===== src/rtl/mine_game_pkg.sv =====
// Shared types for the mine game blocks: FSM states, screen coordinates, lives width.
package mine_game_pkg;

  localparam int LIVES_W = 3;

  typedef logic signed [10:0] coord_t;

  typedef enum logic [2:0] {
    IDLE_ST,
    ARMED_ST,
    EXPLODE_ST,
    INVULN_ST,
    GAME_OVER_ST
  } state_t;

endpackage


===== src/rtl/mine_hit_controller_frame_overlap_counter.sv =====
// Per-frame player/mine overlap pixel counter, saturating at 255.
// The registered count is the value accumulated up to (not including) the
// current cycle, so on a startOfFrame cycle it holds the finished frame's total.
module frame_overlap_counter (
  input  logic       clk,
  input  logic       resetN,
  input  logic       startOfFrame,
  input  logic       mineDrawingRequest,
  input  logic       playerDrawingRequest,
  output logic [7:0] overlap_cnt
);

  logic       overlap;
  logic [7:0] cnt_d, cnt_q;

  assign overlap     = mineDrawingRequest & playerDrawingRequest;
  assign overlap_cnt = cnt_q;

  // Reload on frame start (the sof pixel belongs to the new frame), else saturating count.
  always_comb begin
    cnt_d = cnt_q;
    if (startOfFrame)
      cnt_d = overlap ? 8'd1 : 8'd0;
    else if (overlap && cnt_q != 8'hFF)
      cnt_d = cnt_q + 8'd1;
  end

  // Count register.
  always_ff @(posedge clk or negedge resetN) begin
    if (!resetN) cnt_q <= 8'd0;
    else         cnt_q <= cnt_d;
  end

endmodule


===== src/rtl/mine_hit_controller.sv =====
// Mine hit controller: once-per-frame overlap evaluation, lives bookkeeping,
// explosion sprite timing/position and sticky game-over.
module mine_hit_controller
  import mine_game_pkg::*;
#(
  parameter int LIVES_INIT     = 3,
  parameter int EXPLODE_FRAMES = 16,
  parameter int INVULN_FRAMES  = 60,
  parameter int MIN_HIT_PIXELS = 4
) (
  input  logic               clk,
  input  logic               resetN,
  input  logic               startOfFrame,
  input  logic               mineDrawingRequest,
  input  logic               playerDrawingRequest,
  input  coord_t             mineTopLeftX,
  input  coord_t             mineTopLeftY,
  output logic               explosionActive,
  output coord_t             explosionX,
  output coord_t             explosionY,
  output logic [LIVES_W-1:0] lives,
  output logic               playerHit,
  output logic               gameOver
);

  localparam logic [7:0]         MIN_HIT   = 8'(MIN_HIT_PIXELS);
  localparam logic [7:0]         EXPL_LEN  = 8'(EXPLODE_FRAMES);
  localparam logic [7:0]         INVL_LEN  = 8'(INVULN_FRAMES);
  localparam logic [LIVES_W-1:0] LIVES_RST = LIVES_W'(LIVES_INIT);

  logic [7:0]         overlap_cnt;
  state_t             state_d, state_q;
  logic [7:0]         frame_cnt_d, frame_cnt_q;
  logic [LIVES_W-1:0] lives_d, lives_q;
  coord_t             expl_x_d, expl_x_q, expl_y_d, expl_y_q;
  logic               hit_d, hit_q;
  logic               active_d, active_q;
  logic               game_over_d, game_over_q;

  frame_overlap_counter u_ovl (
    .clk                 (clk),
    .resetN              (resetN),
    .startOfFrame        (startOfFrame),
    .mineDrawingRequest  (mineDrawingRequest),
    .playerDrawingRequest(playerDrawingRequest),
    .overlap_cnt         (overlap_cnt)
  );

  // Next-state: everything moves only on startOfFrame; outputs derive from the next state.
  always_comb begin
    state_d     = state_q;
    frame_cnt_d = frame_cnt_q;
    lives_d     = lives_q;
    expl_x_d    = expl_x_q;
    expl_y_d    = expl_y_q;
    hit_d       = 1'b0;
    if (startOfFrame) begin
      unique case (state_q)
        IDLE_ST: state_d = ARMED_ST;   // partial first frame is thrown away
        ARMED_ST: begin
          if (overlap_cnt >= MIN_HIT) begin
            hit_d       = 1'b1;
            lives_d     = lives_q - LIVES_W'(1);
            expl_x_d    = mineTopLeftX;
            expl_y_d    = mineTopLeftY;
            frame_cnt_d = EXPL_LEN;
            state_d     = EXPLODE_ST;
          end
        end
        EXPLODE_ST: begin
          if (frame_cnt_q == 8'd1) begin
            if (lives_q == '0) begin
              state_d = GAME_OVER_ST;
            end else begin
              state_d     = INVULN_ST;
              frame_cnt_d = INVL_LEN;
            end
          end else begin
            frame_cnt_d = frame_cnt_q - 8'd1;
          end
        end
        INVULN_ST: begin
          if (frame_cnt_q == 8'd1) state_d = ARMED_ST;
          else                     frame_cnt_d = frame_cnt_q - 8'd1;
        end
        default: ;                     // game over is sticky
      endcase
    end
    active_d    = (state_d == EXPLODE_ST);
    game_over_d = (state_d == GAME_OVER_ST);
  end

  // State, timer, latches and registered outputs.
  always_ff @(posedge clk or negedge resetN) begin
    if (!resetN) begin
      state_q     <= IDLE_ST;
      frame_cnt_q <= 8'd0;
      lives_q     <= LIVES_RST;
      expl_x_q    <= '0;
      expl_y_q    <= '0;
      hit_q       <= 1'b0;
      active_q    <= 1'b0;
      game_over_q <= 1'b0;
    end else begin
      state_q     <= state_d;
      frame_cnt_q <= frame_cnt_d;
      lives_q     <= lives_d;
      expl_x_q    <= expl_x_d;
      expl_y_q    <= expl_y_d;
      hit_q       <= hit_d;
      active_q    <= active_d;
      game_over_q <= game_over_d;
    end
  end

  assign explosionActive = active_q;
  assign explosionX      = expl_x_q;
  assign explosionY      = expl_y_q;
  assign lives           = lives_q;
  assign playerHit       = hit_q;
  assign gameOver        = game_over_q;

endmodule


===== config.mk =====
export PLATFORM = sky130hd
export DESIGN_NAME = mine_hit_controller
export DESIGN_NICKNAME = d
export VERILOG_FILES = /design/src/rtl/mine_game_pkg.sv /design/src/rtl/mine_hit_controller_frame_overlap_counter.sv /design/src/rtl/mine_hit_controller.sv
export SDC_FILE = /design/constraint.sdc
export NUM_CORES = 1
export LEC_CHECK = 0
export CAP_MARGIN = 10
export CORE_ASPECT_RATIO = 1.25
export CORE_UTILIZATION = 52
export DETAILED_ROUTE_END_ITERATION = 12
export PLACE_DENSITY = 0.83
export SYNTH_ARGS = -nofsm -noshare
export SYNTH_HDL_FRONTEND = slang
export SYNTH_SLANG_ARGS = --single-unit

===== constraint.sdc =====
create_clock -name clk -period 3.35 [get_ports clk]
set_input_delay 0.67 -clock clk [delete_from_list [all_inputs] [get_ports clk]]
set_output_delay 0.67 -clock clk [all_outputs]
set_load 0.02 [all_outputs]

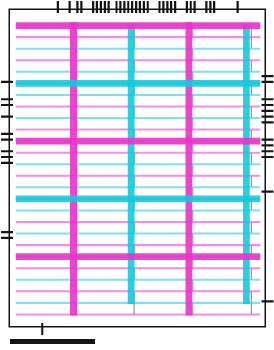
(run_1/floorplan.png)
Bar = 20 um. Pins as bars on the die edge. Tap cells in grey.
Cyan shows VDD. Magenta shows VSS.
26 met1 rails follow the rows. 55 signal pins sit on the boundary.

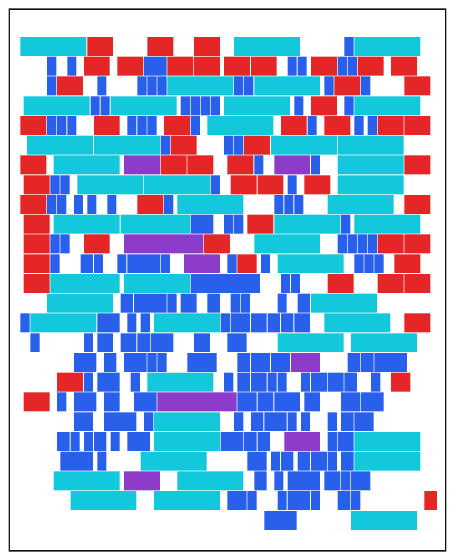
(run_1/class_map.png)
Cyan shows sequential cells, cells 47. Blue shows remaining logic cells, cells 184. Purple shows clock drivers and dummy loads, cells 8. Red shows remaining buffers and delay cells, cells 56.

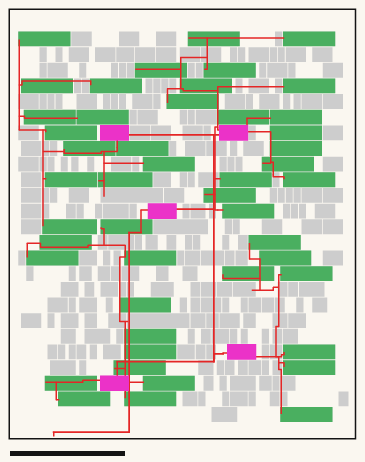
(run_1/clock_wires.png)
Bar = 20 um.
Magenta shows clock-net drivers, count 5. Green shows flip-flops, count 47. Red shows clock wires, length 496 um.
Position of the flops: all over the die.

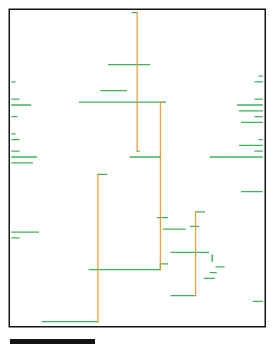
(run_1/layers.png)
Bar = 20 um. Only two layers are drawn.
Green shows M3, wire length 190 um. Orange shows M4, wire length 127 um.

==> run notes, run 1 <==
Implementation results. The flow ran to the end, and the final reports show no timing, DRC or antenna violations. TritonCTS built the clock tree. The final weighted congestion recorded by global placement is 0.8904. Per the final layout report, the fraction of cells sized above drive strength 1 comes to 6.102%.

Area figure in the yosys stat output landed at 2180 sq um. Critical path depth in cells landed at 8. Flop count landed at 47. Clock tree synthesis selected as its root buffer the cell sky130_fd_sc_hd__clkbuf_8.

After detailed routing, the met3 layer carries 190 um of wire. Count of inserted tapcells landed at 54. In this run, the number of DRC markers left after iteration 0 of detailed routing was 72. The synthesized design spends more area on one cell type than any other, namely sky130_fd_sc_hd__dfrtp_1. The clock buffers instantiated in the layout total 5. Signal routing reaches up to met4. After synthesis the netlist holds a flip-flop and latch count of 47. Number of antenna violations at the first check in global routing landed at 0. Final count of pins violating max slew landed at 0.

HPWL after detailed placement landed at 3227 um. Multi-input combinational cell count landed at 175. The plain and repair buffers instantiated in the layout total 56. Worst-case reg-to-reg path depth landed at 7. Power density normalized to cell area landed at 634.8 nW/um^2. The share of the Yosys chip area taken by registers is 54.08%. Global routing usage on met3 landed at 4.870%. The top cell types in the final layout, fill and taps aside, are 83 x sky130_fd_sc_hd__nand2_1, 53 x sky130_fd_sc_hd__clkdlybuf4s50_1, 45 x sky130_fd_sc_hd__dfrtp_1. The sequential cells in the finished layout cover a total of 1179 sq um. Leaving out buffers and inverters, the combinational logic in the layout accounts for 933.4 sq um. For the clock group, total power comes out at 500 uW.

The detailed router put a total of 1946 um of wire on met1. Before antenna repair, the detailed router went through 4 iterations. In this run, post-CTS repair resized a total of 0 instances. Buffers outside the clock tree occupy 18.96% of the routed design's cell area. Warning total across the stage logs landed at 30. Counting flops with a built-in enable in the synthesized netlist gives 0. Clock net sink count landed at 47. The routed layout has 1824 vias. Among the non-sequential cells, simple AND/OR/NAND/NOR gates take the most area. The smallest clock period supported by the final layout is computed as 2.249 ns. Average instance area after synthesis landed at 9.197 sq um.

Setup slack of the most critical reg-to-reg path landed at 1.14 ns. Per the CTS log, the buffer count on the longest clock path is 2. In the final layout, multi-input gates take up 32.14% of the cell area. The capture point of the critical path was reported as lives[2].
--- run 2 (diff from run 1) ---
--- a/config.mk
+++ b/config.mk
@@ -7,9 +7,9 @@
 export LEC_CHECK = 0
 export CAP_MARGIN = 10
 export CORE_ASPECT_RATIO = 1.25
-export CORE_UTILIZATION = 52
+export CORE_UTILIZATION = 44
 export DETAILED_ROUTE_END_ITERATION = 12
-export PLACE_DENSITY = 0.83
+export PLACE_DENSITY = 0.75
 export SYNTH_ARGS = -nofsm -noshare
 export SYNTH_HDL_FRONTEND = slang
 export SYNTH_SLANG_ARGS = --single-unit
==> constraint.sdc (replaced) <==
create_clock -name clk -period 2 [get_ports clk]
set_input_delay 0.4 -clock clk [delete_from_list [all_inputs] [get_ports clk]]
set_output_delay 0.4 -clock clk [all_outputs]
set_load 0.02 [all_outputs]
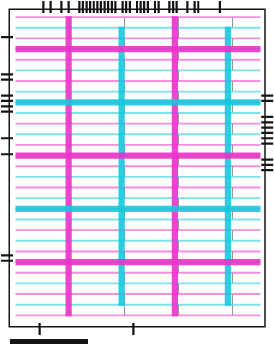
(run_2/floorplan.png)
Bar = 20 um. Pins as bars on the die edge. Tap cells in grey.
Magenta shows VSS. Cyan shows VDD.
29 met1 rails follow the rows. The core has 28 rows.

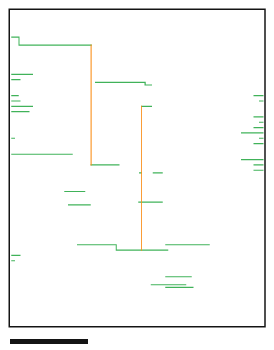
(run_2/layers.png)
Bar = 20 um. Only two layers are drawn.
Green shows M3, wire length 190 um. Orange shows M4, wire length 67.3 um.
vias after detailed routing: 1867
per-cell routed wire length: 13.06 um

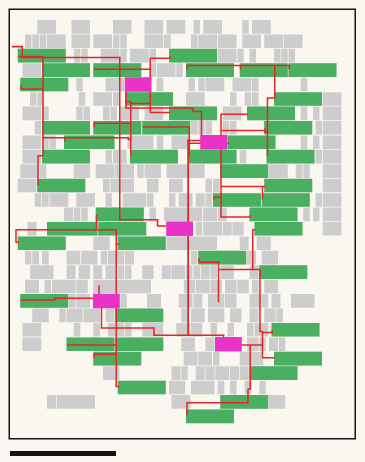
(run_2/clock_wires.png)
Bar = 20 um.
Red shows clock wires, length 546 um. Green shows flip-flops, count 47. Magenta shows clock-net drivers, count 5.
Position of the flops: all over the die. There are 6 routed clock nets.
clock network power: 739 uW
setup skew after layout: 0.007216 ns

==> run 2 against run 1 <==
  * Clock power grew 48%
  * Via count grew 2.4%
  * Critical path type is now flip-flop to output pin
  * Setup slack lost 0.96 ns
  * Highest routed layer unchanged
  * Critical endpoint is now lives[1]
  * Largest cell class unchanged
==> run notes, run 2 <==
Implementation results. Looking at area per cell type in the netlist, the leader is sky130_fd_sc_hd__dfrtp_1. The share of cells above drive strength 1 was 9.508% (+3.4 points). Maximum root-to-sink buffer count landed at 2 (unchanged). Critical path depth in cells landed at 1 (-7). The global routing usage on met3 came to 4.261% (-0.61 points).

Number of search-and-repair iterations in the first detailed-routing pass landed at 5 (+1). Register area share after synthesis landed at 54.08% (unchanged). Number of antenna violations at the first check in global routing landed at 0 (unchanged). The fraction of area in multi-input gates is 31.11% (-1.0 points). In the layout the commonest cells are 83 x sky130_fd_sc_hd__nand2_1, 53 x sky130_fd_sc_hd__clkdlybuf4s50_1, 45 x sky130_fd_sc_hd__dfrtp_1. The non-clock buffer total of the final layout is 66 (+18%). Setup slack of the most critical reg-to-reg path landed at 0.15 ns (-0.99 ns). The placer congestion estimate is 0.8676 (-2.6%). The multi-input combinational cell count is 175 (unchanged). Count of inserted tapcells landed at 60 (+11%).

The wire length on met1 came to 2012 um (+3.4%). The flop count was 47 (unchanged). The area of the multi-input gates was 935.9 sq um (+0.27%). Area figure in the yosys stat output landed at 2180 sq um (unchanged). The post-CTS resize count is 0 (unchanged). CTS placed an instance of sky130_fd_sc_hd__clkbuf_8 at the clock tree root.

By area, the combinational part of the netlist is dominated by simple AND/OR/NAND/NOR gates. The power density normalized to cell area was 1014 nW/um^2 (+60%). The count of library flops with an enable pin was 0 (unchanged).

Final critical delay including setup and external delays landed at 1.857 ns. Met3 wire length landed at 189 um (-0.53%). The final count of pins violating max slew came to 0 (unchanged). The run finished with clean final reports. Signal routing reaches up to met4.
Power and IR drop assume default switching activity.
